===== config.mk =====
export PLATFORM = sky130hd
export DESIGN_NAME = regfile_mp_sb
export DESIGN_NICKNAME = d
export VERILOG_FILES = /design/src/rtl/regfile_mp_sb_pkg.sv /design/src/rtl/regfile_mp_sb_scoreboard.sv /design/src/rtl/regfile_mp_sb.sv
export SDC_FILE = /design/constraint.sdc
export NUM_CORES = 1
export LEC_CHECK = 0
export CORE_ASPECT_RATIO = 1.75
export CORE_MARGIN = 1.5
export CORE_UTILIZATION = 58
export CTS_BUF_LIST = sky130_fd_sc_hd__clkbuf_2
export DETAILED_ROUTE_END_ITERATION = 7
export GPL_ROUTABILITY_DRIVEN = 0
export PLACE_DENSITY_LB_ADDON = 0.12
export SLEW_MARGIN = 20
export SYNTH_ARGS = -nofsm -noshare
export SYNTH_HDL_FRONTEND = slang
export SYNTH_SLANG_ARGS = --single-unit

===== constraint.sdc =====
create_clock -name clk -period 5.6 [get_ports clk]
set_input_delay 1.68 -clock clk [delete_from_list [all_inputs] [get_ports clk]]
set_output_delay 1.68 -clock clk [all_outputs]
set_load 0.02 [all_outputs]

===== src/rtl/regfile_mp_sb_pkg.sv =====
// Shared definitions for the RV32I integer register file.
//   XLEN_DEF / NREGS_DEF : default data width and register count
//   rf_state_e           : sweep FSM states (clear sweep, normal operation)
package regfile_mp_sb_pkg;

    localparam int XLEN_DEF  = 32;
    localparam int NREGS_DEF = 32;

    typedef enum logic {
        RF_CLEAR = 1'b0,
        RF_RUN   = 1'b1
    } rf_state_e;

endpackage


===== src/rtl/regfile_mp_sb_scoreboard.sv =====
// Pending-write scoreboard for the register file.
// One bit per register marks "issued, not yet written back"; the x0 bit is never set.
// Ports:
//   clk, rst         clock, synchronous active-high reset (clears all pending bits)
//   run              block is out of the clear sweep; busy lookups are forced to 0 otherwise
//   set_en, set_idx  issue of an instruction with destination set_idx
//   clr_en, clr_idx  writeback to clr_idx
//   ra               packed read addresses, port i at [i*AW +: AW]
//   busy             per-port busy flag
module regfile_mp_sb_scoreboard #(
    parameter int NREGS   = 32,
    parameter int NR_READ = 2,
    parameter int BYPASS  = 1,
    localparam int AW     = $clog2(NREGS)
) (
    input  logic                  clk,
    input  logic                  rst,
    input  logic                  run,
    input  logic                  set_en,
    input  logic [AW-1:0]         set_idx,
    input  logic                  clr_en,
    input  logic [AW-1:0]         clr_idx,
    input  logic [NR_READ*AW-1:0] ra,
    output logic [NR_READ-1:0]    busy
);

    logic [NREGS-1:0] pending;

    // Set is applied after clear so a same-cycle issue to the register being
    // written back keeps it pending: the newly issued producer is still outstanding.
    always_ff @(posedge clk) begin
        if (rst) begin
            pending <= '0;
        end else begin
            if (clr_en && clr_idx != '0) begin
                pending[clr_idx] <= 1'b0;
            end
            if (set_en && set_idx != '0) begin
                pending[set_idx] <= 1'b1;
            end
        end
    end

    // A consumer reading the register being written back this cycle takes the
    // forwarded data, so it is not busy unless a new producer is issued to it.
    always_comb begin
        busy = '0;
        for (int i = 0; i < NR_READ; i++) begin
            busy[i] = run
                   && ra[i*AW +: AW] != '0
                   && pending[ra[i*AW +: AW]]
                   && !(BYPASS != 0
                        && clr_en && clr_idx == ra[i*AW +: AW]
                        && !(set_en && set_idx == ra[i*AW +: AW]));
        end
    end

endmodule


===== src/rtl/regfile_mp_sb.sv =====
// RV32I integer register file: NR_READ combinational read ports, one write port,
// x0 hardwired to zero, optional write-to-read bypass, hardware clear sweep after
// reset and a pending-write scoreboard feeding issue hazard logic.
// Ports:
//   clk, rst             clock, synchronous active-high reset (restarts the sweep)
//   ra / rd / rd_busy    per-port read address, data and pending-write flag
//   we, wa, wd           writeback port
//   iss_valid, iss_rd    issued instruction and its destination register
//   init_done            sweep finished; writes and issues are accepted
//
// State table:
//   RF_CLEAR | sweeping zeros into x1..x(NREGS-1); we/iss ignored, reads return 0
//   RF_RUN   | normal operation until the next reset
module regfile_mp_sb
    import regfile_mp_sb_pkg::*;
#(
    parameter int XLEN    = XLEN_DEF,
    parameter int NREGS   = NREGS_DEF,
    parameter int NR_READ = 2,
    parameter int BYPASS  = 1,
    localparam int AW     = $clog2(NREGS)
) (
    input  logic                    clk,
    input  logic                    rst,
    input  logic [NR_READ*AW-1:0]   ra,
    output logic [NR_READ*XLEN-1:0] rd,
    output logic [NR_READ-1:0]      rd_busy,
    input  logic                    we,
    input  logic [AW-1:0]           wa,
    input  logic [XLEN-1:0]         wd,
    input  logic                    iss_valid,
    input  logic [AW-1:0]           iss_rd,
    output logic                    init_done
);

    localparam logic [AW-1:0] CNT_LAST = AW'(NREGS - 1);

    rf_state_e       state_q, state_d;
    logic [AW-1:0]   cnt_q, cnt_d;
    logic            clr_wr;
    logic            run;
    logic [XLEN-1:0] regs [NREGS];

    assign run = (state_q == RF_RUN);

    always_ff @(posedge clk) begin
        if (rst) begin
            state_q   <= RF_CLEAR;
            cnt_q     <= AW'(1);
            init_done <= 1'b0;
        end else begin
            state_q   <= state_d;
            cnt_q     <= cnt_d;
            init_done <= run;
        end
    end

    always_comb begin
        state_d = state_q;
        cnt_d   = cnt_q;
        clr_wr  = 1'b0;
        case (state_q)
            RF_CLEAR: begin
                clr_wr = 1'b1;
                if (cnt_q == CNT_LAST) begin
                    state_d = RF_RUN;
                end else begin
                    cnt_d = cnt_q + AW'(1);
                end
            end
            RF_RUN: begin
                state_d = RF_RUN;
            end
            default: begin
                state_d = RF_CLEAR;
            end
        endcase
    end

    // Storage has no reset of its own; the sweep is what zeroes it. Entry 0 is
    // never written and never observed because reads of x0 are forced to 0.
    always_ff @(posedge clk) begin
        if (!rst) begin
            if (clr_wr) begin
                regs[cnt_q] <= '0;
            end else if (run && we && wa != '0) begin
                regs[wa] <= wd;
            end
        end
    end

    always_comb begin
        rd = '0;
        for (int i = 0; i < NR_READ; i++) begin
            if (run && ra[i*AW +: AW] != '0) begin
                if (BYPASS != 0 && we && wa == ra[i*AW +: AW]) begin
                    rd[i*XLEN +: XLEN] = wd;
                end else begin
                    rd[i*XLEN +: XLEN] = regs[ra[i*AW +: AW]];
                end
            end
        end
    end

    regfile_mp_sb_scoreboard #(
        .NREGS   (NREGS),
        .NR_READ (NR_READ),
        .BYPASS  (BYPASS)
    ) u_scoreboard (
        .clk     (clk),
        .rst     (rst),
        .run     (run),
        .set_en  (run && iss_valid),
        .set_idx (iss_rd),
        .clr_en  (run && we),
        .clr_idx (wa),
        .ra      (ra),
        .busy    (rd_busy)
    );

endmodule


Register map, names as in the netlist:
Scale bar: 50 µm. Other sequential cells in the stronger grey, the rest of the logic in the fainter grey.
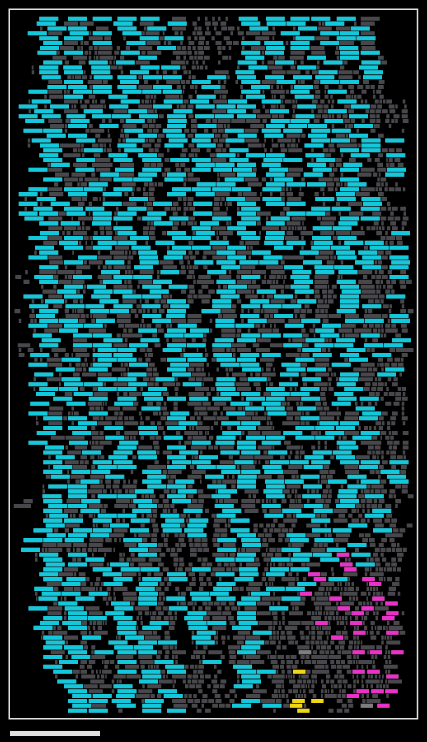
regs: drawn in cyan, placed flops 1024, where widely spread. cnt_q: drawn in yellow, placed flops 5. u_scoreboard.pending: drawn in magenta, placed flops 32, where lower right.
Another 2 sequential cells are not coloured.
Reg area: 0.0315 mm²
flop share of the area: 52.5%
P_seq: 8.71 mW
final core occ: 69.0%

Metal layers overlaid:
Scale bar: 50 µm. Only two layers are drawn.
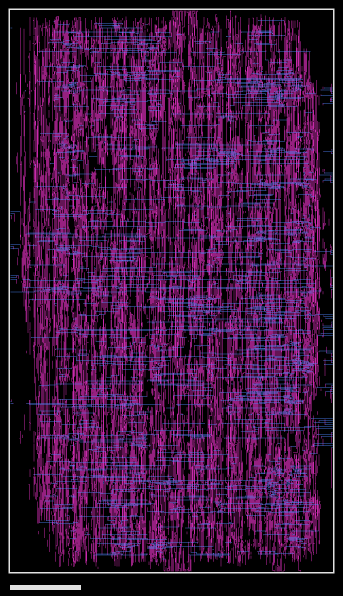
metal 3: drawn in blue, wire length 16300 µm. metal 2: drawn in magenta, wire length 83.6 mm.
drt total wl: 166 mm
via count: 35200
Routed WL per cell: 33.4 µm
total global-route track usage: 37.1%

Cells coloured by class:
Fill, decap, tap and diode cells in grey.
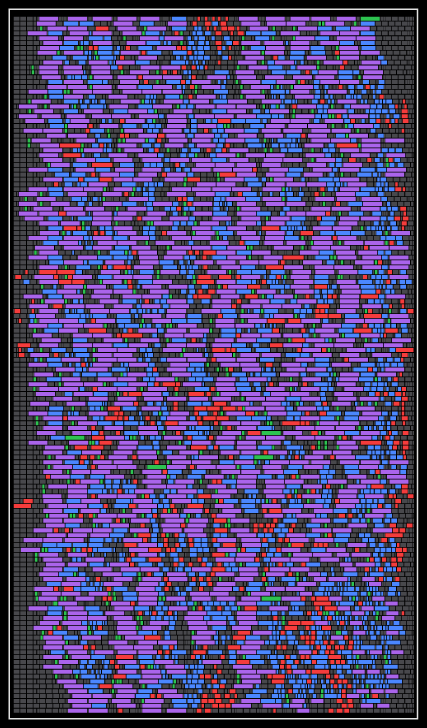
combinational and other logic: drawn in blue, cells 1721. other buffers and delay cells: drawn in red, cells 610. flops: drawn in purple, cells 1063. clock drivers and dummy loads: drawn in green, cells 406.
cell area after layout: 0.0600 mm²
core footprint: 0.0870 mm²
Rows: 143

Clock network drawn from the DEF:
Scale bar: 50 µm.
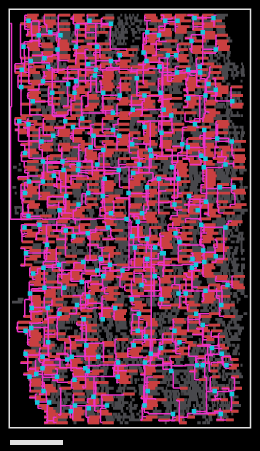
flip-flops: drawn in red, count 1063. clock wires: drawn in magenta, length 13000 µm. clock drivers: drawn in cyan, count 227.
Position of the flops: widely spread.
Clk. pwr: 4.87 mW
Clk Latency, worst-skew pair: 1.66 ns

Clock nets:
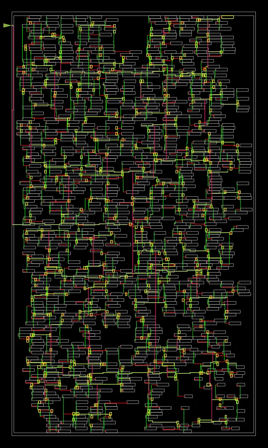
Flops: 1063
Num CTS Buffers: 227

==> impl_metrics.json <==
{
  "rr_worst_depth": 8,
  "min_path_type": "reg2reg",
  "cp-startpoint": "ra[2]",
  "dr.pass1.iters": 8,
  "antenna_found_initial": 6,
  "worst-path-stages": 9,
  "path_class": "in2out",
  "tool_warnings": 30,
  "holdPathStages": 2,
  "max_slew_margin_pct": 24.7,
  "path_clk_slew_ns": 0.12,
  "slowest_delay_ns": 0.46,
  "drcViolationCount": 0,
  "mostFrequentLayoutCells": "edfxtp_1 (1024), buf_4 (378), mux4_2 (369)",
  "area_delta_synth_final_pct": 17.8,
  "maxSlewViolCount": 0,
  "setup_viol": 2,
  "cts_tree": "yes",
  "final_common_cell": "edfxtp_1",
  "ys_sh_simple_pct": 4.10,
  "top_logic_kind": "multiplexers",
  "place_area_mm2": 0.0568,
  "fmax_mhz": 177,
  "top_area_cell": "edfxtp_1",
  "ys_seq_share_pct": 61.9,
  "first_global_vias": 36400,
  "cp_slowest_cell": "or3_1",
  "hold_slack_ns": 0.506,
  "vias_per_cell": 7.07,
  "fin_ws_ns": -0.0514,
  "ys_cells": 3040,
  "ctsResizeCount": 193,
  "drive_gt1_share_pct": 37.7,
  "flop_cell": "edfxtp_1",
  "run_status": "finished with violations",
  "startpoint_type": "input port",
  "final_nets": 3681,
  "die_h_um": 395,
  "mux_share_pct": 23.0,
  "violations": "setup timing",
  "hold_start": "u_scoreboard.pending[28]"
}
routing by layer:
| metal | global-route usage (%) | up-vias | wire, µm |
|---|---|---|---|
| met3 | 8.46 | 717 | 16300 |
| li1 | - | 14100 | - |
| met2 | 61.3 | 2600 | 83600 |
| met4 | 25.7 | 2 | 12700 |
| met5 | 0 | - | 15 |
| met1 | 42.5 | 17700 | 53500 |
stage by stage:
| step | setup WS [ns] | setup TNS, ns | util [%] |
|---|---|---|---|
| 2_1_floorplan | 0.398 | 0 | - |
| 4_1_cts | -0.0723 | -0.306 | 68.4 |
| 3_3_place_gp | -0.895 | -45.30 | 65.2 |
| 3_5_place_dp | -0.680 | -34.23 | 65.3 |
| 6_report | -0.0514 | -0.0760 | 69.0 |
| 5_1_grt | -0.0452 | -0.147 | 69.0 |
flip-flops by register name, summed over array words and instances (netlist names):
| name | cells |
|---|---|
| init_done | 1 |
| run | 1 |
| regs | 1024 |
| u_scoreboard.pending | 32 |
| cnt_q | 5 |
cell type report:
type	instances	area, µm²	area share (%)
clock buffer	325	1630	2.71
antenna	11	27.5	0.0458
sequential	1063	31500	52.5
clock inverter	81	490	0.817
tap	1160	1450	2.42
inverter	3	11.3	0.0188
timing repair buffer	610	6160	10.3
multi-input combinational	1718	18700	31.2
cells by family after synthesis:
logic type | Yosys count
AND-OR/OR-AND | 556
XOR/XNOR | 23
adder cells (fa/ha/maj) | 2
buffers and inverters | 259
flip-flops | 1063
multiplexers | 703
AND/OR/NAND/NOR | 434
power by group:
| part | internal [mW] | leakage, nW | switching [mW] |
|---|---|---|---|
| clock network | 1.85 | 1.60 | 3.02 |
| registers | 8.66 | 8.41 | 0.0424 |
| logic | 0.724 | 9.53 | 0.889 |
| total | 11.2 | 19.5 | 3.95 |
Power and IR drop assume default switching activity.
